$ cat config.mk
export PLATFORM = sky130hd
export DESIGN_NAME = kernel_fetch_ctrl
export DESIGN_NICKNAME = d
export VERILOG_FILES = /design/src/rtl/kernel_fetch_ctrl.sv
export SDC_FILE = /design/constraint.sdc
export NUM_CORES = 1
export LEC_CHECK = 0
export ABC_AREA = 0
export CORE_MARGIN = 2
export CORE_UTILIZATION = 38
export DETAILED_ROUTE_END_ITERATION = 8
export PLACE_DENSITY = 0.58
export SLEW_MARGIN = 20
export SYNTH_ARGS = -nofsm -noshare
export SYNTH_HDL_FRONTEND = slang
export SYNTH_SLANG_ARGS = --single-unit
$ cat constraint.sdc
create_clock -name clk -period 3.75 [get_ports clk]
set_input_delay 0.75 -clock clk [delete_from_list [all_inputs] [get_ports clk]]
set_output_delay 0.75 -clock clk [all_outputs]
set_load 0.05 [all_outputs]
$ cat src/rtl/kernel_fetch_ctrl.sv
// Per-layer kernel sequencer: clears the bias/weight FIFOs on layer start, then for
// each kernel fills both FIFOs from PCIe and drains one bias word plus wpk weight words.
module kernel_fetch_ctrl #(
  parameter int KN_W  = 12,
  parameter int WPK_W = 16
) (
  input  logic             clk,
  input  logic             rst,
  input  logic             ena,
  input  logic             start,
  input  logic [KN_W-1:0]  kernelNum,
  input  logic [WPK_W-1:0] wordsPerKernel,
  input  logic             biasFull,
  input  logic             biasEmpty,
  input  logic             weightFull,
  input  logic             weightEmpty,
  input  logic             engineReady,
  output logic             pcieKernelEn,
  output logic             biasRst,
  output logic             weightRst,
  output logic             biasReadEn,
  output logic             weightReadEn,
  output logic [KN_W-1:0]  kernelIdx,
  output logic             busy,
  output logic             done,
  output logic [2:0]       dbg_state
);

  typedef enum logic [2:0] {
    S_IDLE   = 3'd0,
    S_CLEAR  = 3'd1,
    S_FILL   = 3'd2,
    S_BIAS   = 3'd3,
    S_WEIGHT = 3'd4,
    S_NEXT   = 3'd5,
    S_DONE   = 3'd6
  } state_t;

  state_t            state_q, state_d;
  logic [KN_W-1:0]   kn_q, kn_d;
  logic [KN_W-1:0]   kidx_q, kidx_d;
  logic [WPK_W-1:0]  wpk_q, wpk_d;
  logic [WPK_W-1:0]  wcnt_q, wcnt_d;

  always_ff @(posedge clk or negedge rst) begin
    if (!rst) begin
      state_q <= S_IDLE;
      kn_q    <= '0;
      kidx_q  <= '0;
      wpk_q   <= '0;
      wcnt_q  <= '0;
    end else begin
      state_q <= state_d;
      kn_q    <= kn_d;
      kidx_q  <= kidx_d;
      wpk_q   <= wpk_d;
      wcnt_q  <= wcnt_d;
    end
  end

  // FIFO pops: a read enable is a same-cycle offer gated by engineReady and !empty;
  // the word is consumed at the clock edge that ends the cycle it was asserted.
  always_comb begin
    state_d      = state_q;
    kn_d         = kn_q;
    kidx_d       = kidx_q;
    wpk_d        = wpk_q;
    wcnt_d       = wcnt_q;
    pcieKernelEn = 1'b0;
    biasRst      = 1'b0;
    weightRst    = 1'b0;
    biasReadEn   = 1'b0;
    weightReadEn = 1'b0;
    done         = 1'b0;
    if (ena) begin
      case (state_q)
        S_IDLE: begin
          if (start) begin
            kn_d    = kernelNum;
            wpk_d   = wordsPerKernel;
            kidx_d  = '0;
            wcnt_d  = '0;
            state_d = (kernelNum == '0) ? S_DONE : S_CLEAR;
          end
        end
        S_CLEAR: begin
          biasRst   = 1'b1;
          weightRst = 1'b1;
          state_d   = S_FILL;
        end
        S_FILL: begin
          // Request drops in the same cycle both full flags are seen.
          if (biasFull && weightFull) state_d = S_BIAS;
          else                        pcieKernelEn = 1'b1;
        end
        S_BIAS: begin
          biasReadEn = engineReady && !biasEmpty;
          if (biasReadEn) begin
            wcnt_d  = '0;
            state_d = (wpk_q == '0) ? S_NEXT : S_WEIGHT;
          end
        end
        S_WEIGHT: begin
          weightReadEn = engineReady && !weightEmpty;
          if (weightReadEn) begin
            wcnt_d = wcnt_q + WPK_W'(1);
            if (wcnt_q == wpk_q - WPK_W'(1)) state_d = S_NEXT;
          end
        end
        S_NEXT: begin
          if (kidx_q == kn_q - KN_W'(1)) begin
            state_d = S_DONE;
          end else begin
            kidx_d  = kidx_q + KN_W'(1);
            state_d = S_FILL;
          end
        end
        S_DONE: begin
          done    = 1'b1;
          state_d = S_IDLE;
        end
        default: state_d = S_IDLE;
      endcase
    end
  end

  assign kernelIdx = kidx_q;
  assign busy      = (state_q != S_IDLE);
  assign dbg_state = state_q;

endmodule

**Clock network drawn from the DEF**

Scale bar: 20 µm.
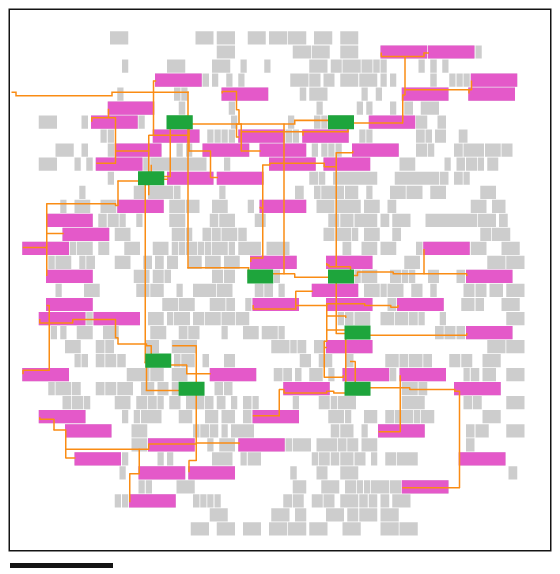
[magenta] flip-flops | count: 59
[orange] clock wires | length: 912 µm
[green] clock drivers | count: 9
flops lie: widely spread
routed clock nets: 10
Worst-Skew Late Latency: 0.33 ns
clock group power: 0.000618 W

==> impl_metrics.json <==
{
  "status": "completed",
  "detail_route.iter0.violations": 201,
  "finalNetCount": 558,
  "log.warning_count": 27,
  "post-route-period-util_pct": 89.2,
  "timing.final.hold_violations": 0,
  "die_ar_um2": 11000,
  "detail_route.wl_per_cell_um": 14.8,
  "syn_area_per_cell_um2": 8.38,
  "clk_root_buffer_cell": "clkbuf_8",
  "timing_worst_setup_path_type": "reg2out",
  "globalRouteTotalUtil_pct": 18.2,
  "min_period_ns": 3.34,
  "cts-htree-levels": 3,
  "pin_slew_with_the_least_headroom_to_its_limit_ns": 0.585,
  "synth_cell_type_count": 61,
  "mapped_nets": 502,
  "netlist_instances": 460,
  "synth.yosys.seq_area_share_pct": 38.3,
  "leakagePower_nw": 1.99,
  "edf_count": 0,
  "via_per_inst": 5.22,
  "antennaDiodeCount": 0,
  "antenna_found_initial": 0,
  "hold_ws_ns": 0.335,
  "slowest_delay_ns": 0.84,
  "finalClockSkew_ns": 0.00935,
  "grt_first_pass_wirelength_mm": 16.3,
  "top_cell": "nand2_1",
  "crit_path_max_fanout": 13,
  "yosysWarningCount": 0,
  "number_of_buffers_created_by_cts": 9,
  "seq_power_share_pct": 35.7,
  "first_global_vias": 3304,
  "pwr_density_cell_nw_per_um2": 659,
  "detailedPlacementHpwl_mm": 7.20,
  "slew_headroom_pct": 60.6,
  "floorplanUtilization_pct": 39.2,
  "max-clock-path-buffers": 2,
  "synth.area.top_cells": "dfrtp_1 (38%), nand2_1 (10%), xnor2_1 (6.6%)",
  "grt_max_degree": 45,
  "final_layout_size_suffix_gt1_share_pct": 8.06,
  "ir_drop_mv": 0.221,
  "setup.worst_path.end_class": "output pin",
  "area_growth_syn_to_layout_pct": 23.3,
  "final_max_slew_viol_count": 0,
  "vias": 3416,
  "ys_seq_elements": 59,
  "cts_tree": "built",
  "rsz0062_at_grt": "false",
  "yosysChipArea_um2": 3850,
  "report.final.setup_viol": 0,
  "net-switching-power_w": 0.00137,
  "cts.sink_count": 59,
  "place_congestion": 0.830,
  "cts-resized-gates": 0,
  "critical_path.slowest_cell": "clkdlybuf4s50_1",
  "synth-async-reset-ratio_pct": 100,
  "required_ns": 3.00,
  "pin_count": 59,
  "clock_transition_time_at_the_flip_flop_clock_pins_of_the_worst_setup_and_hold_paths_ns": 0.07,
  "hold_path.class": "in2async",
  "globalRoute.totalOverflow": 0,
  "arrival_time_of_the_worst_setup_path_ns": 2.59,
  "cts_hold_buffers": 0,
  "cp_cell_sequence": "inv_1 -> nor3_1 -> and3_1 -> clkdlybuf4s50_1",
  "synth_top_flop_cell": "dfrtp_1",
  "placementRows": 36,
  "comb_power_share_pct": 44.5,
  "power.switching_fraction_pct": 43.6,
  "peak_clock_frequency_supported_by_timing_ghz": 0.299,
  "detail_route.drc_violations": 0,
  "start_kind": "flip-flop",
  "synth.cells.most_frequent": "nand2_1 (105), dfrtp_1 (59), nor2_1 (34), xnor2_1 (29), o21ai_0 (22)",
  "core-area_um2": 9820,
  "clock_power_share_pct": 19.8,
  "detail_route.wirelength_mm": 9.71,
  "top_area_share_pct": 38.3,
  "drt-pass1-iter-count": 4,
  "synth_stat.cells": 460,
  "netlist_area_um2": 3850,
  "p_int_w": 0.00176,
  "antenna_violating_nets_post_route": 0,
  "cap_violations": 0,
  "post-synth-top-area-cell": "dfrtp_1",
  "finalSetupTns_ns": 0,
  "postCtsSetupRepairBufs": 0
}
**Pin placement**

Pins as bars across the die edge, other pins in grey.
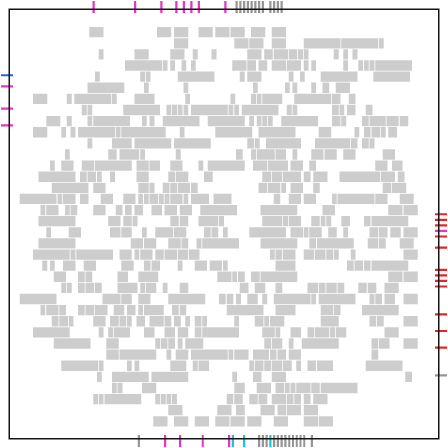
[blue] clk | pins: 1 | direction: input | edge: left
[red] kernelIdx | pins: 12 | direction: output | edge: right
[magenta] wordsPerKernel | pins: 16 | direction: input | edge: 8 top, 4 bottom, 3 left, 1 right
[cyan] dbg_state | pins: 3 | direction: output | edge: bottom
all pins by edge: 21 bottom, 20 top, 14 right, 4 left
overall die height: 105 µm
Die Span X: 105 µm
count of buffers from port buffering: 58

[power by group through the flow]
stage | Sequential (W) | Clock [W] | Combinational [W]
floorplan | 0.00107 | 0 | 0.00105
global placement | 0.00113 | 0 | 0.00137
detailed placement | 0.00113 | 0 | 0.00139
CTS | 0.00112 | 0.000638 | 0.00140
global route | 0.00116 | 0.000670 | 0.00155
finish | 0.00112 | 0.000618 | 0.00139
[per-layer routing]
metal,global-route usage (%),vias up,share of wire (%)
met4,4.95,0,0.93
met5,0,-,0
li1,-,1727,-
met3,3.49,6,3.1
met2,30.3,61,49
met1,24.2,1622,47
[registers in the layout, summed over array words and instances, names as in the netlist]
register / flops
kernelIdx: 12
wcnt_q: 16
dbg_state: 3
kn_q: 12
wpk_q: 16
[stage by stage]
| stage | setup WS (ns) | instance area, µm² | utilization, % | power [W] | std cells |
|---|---|---|---|---|---|
| detailed placement | 0.460 | 4540 | 46.2 | 0.00252 | 638 |
| global route | 0.183 | 4750 | 48.4 | 0.00338 | 654 |
| finish | 0.406 | 4750 | 48.4 | 0.00313 | 654 |
| floorplan | 0.481 | 3850 | - | 0.00212 | 460 |
| CTS | 0.338 | 4750 | 48.4 | 0.00316 | 654 |
| global placement | 0.461 | 4540 | 46.2 | 0.00250 | 638 |
[layout by cell type, fill, tap and decap left out, types with 10 or more instances in the layout]
cell type        synthesis  layout
a21oi_1                 16      16
clkbuf_8                 2      12
clkdlybuf4s50_1          0      57
dfrtp_1                 59      59
inv_1                   11      11
nand2_1                105     105
nand3_1                 17      17
nor2_1                  34      34
nor3_1                  13      13
nor4_1                  10      10
o21ai_0                 22      22
xnor2_1                 29      29
xor2_1                  17      17
[final timing paths]
path,startpoint,to,slack (ns),cells past startpoint
setup / recovery,dbg_state[2],weightReadEn,0.41,4
hold / removal,rst,kernelIdx[5],0.34,1
setup reg to reg,wpk_q[0],dbg_state[2],0.63,9
hold reg to reg,wpk_q[15],wpk_q[15],0.54,2
max in group asynchronous,rst,wcnt_q[10],2.51,2
min in group clk,wpk_q[15],wpk_q[15],0.54,2
[area by class of cell]
type	count	area, µm²
fillers	983	5070
multi-input cells	371	2230
flip-flops and latches	59	1480
repair buffers	64	621
well taps	133	166
clock buffers	12	165
clock inverters	4	47.5
inverters	11	41.3
[critical path, delay by kind of cell (launching register included)]
kind                   cells  cell delay, ns
AND/OR/NAND/NOR            2            0.68
flip-flops                 1            0.58
buffers and inverters      2            1.00
[cell families after synthesis]
| kind of cell | count (synthesis) | share of synthesized area [%] |
|---|---|---|
| AND-OR/OR-AND | 69 | 12.1 |
| XOR/XNOR | 46 | 10.5 |
| adder cells (fa/ha/maj) | 5 | 1.62 |
| buffers and inverters | 30 | 3.73 |
| flip-flops | 59 | 38.3 |
| multiplexers | 6 | 1.62 |
| AND/OR/NAND/NOR | 245 | 32.2 |
No activity file was given, so power comes from the tool's default toggle rates.
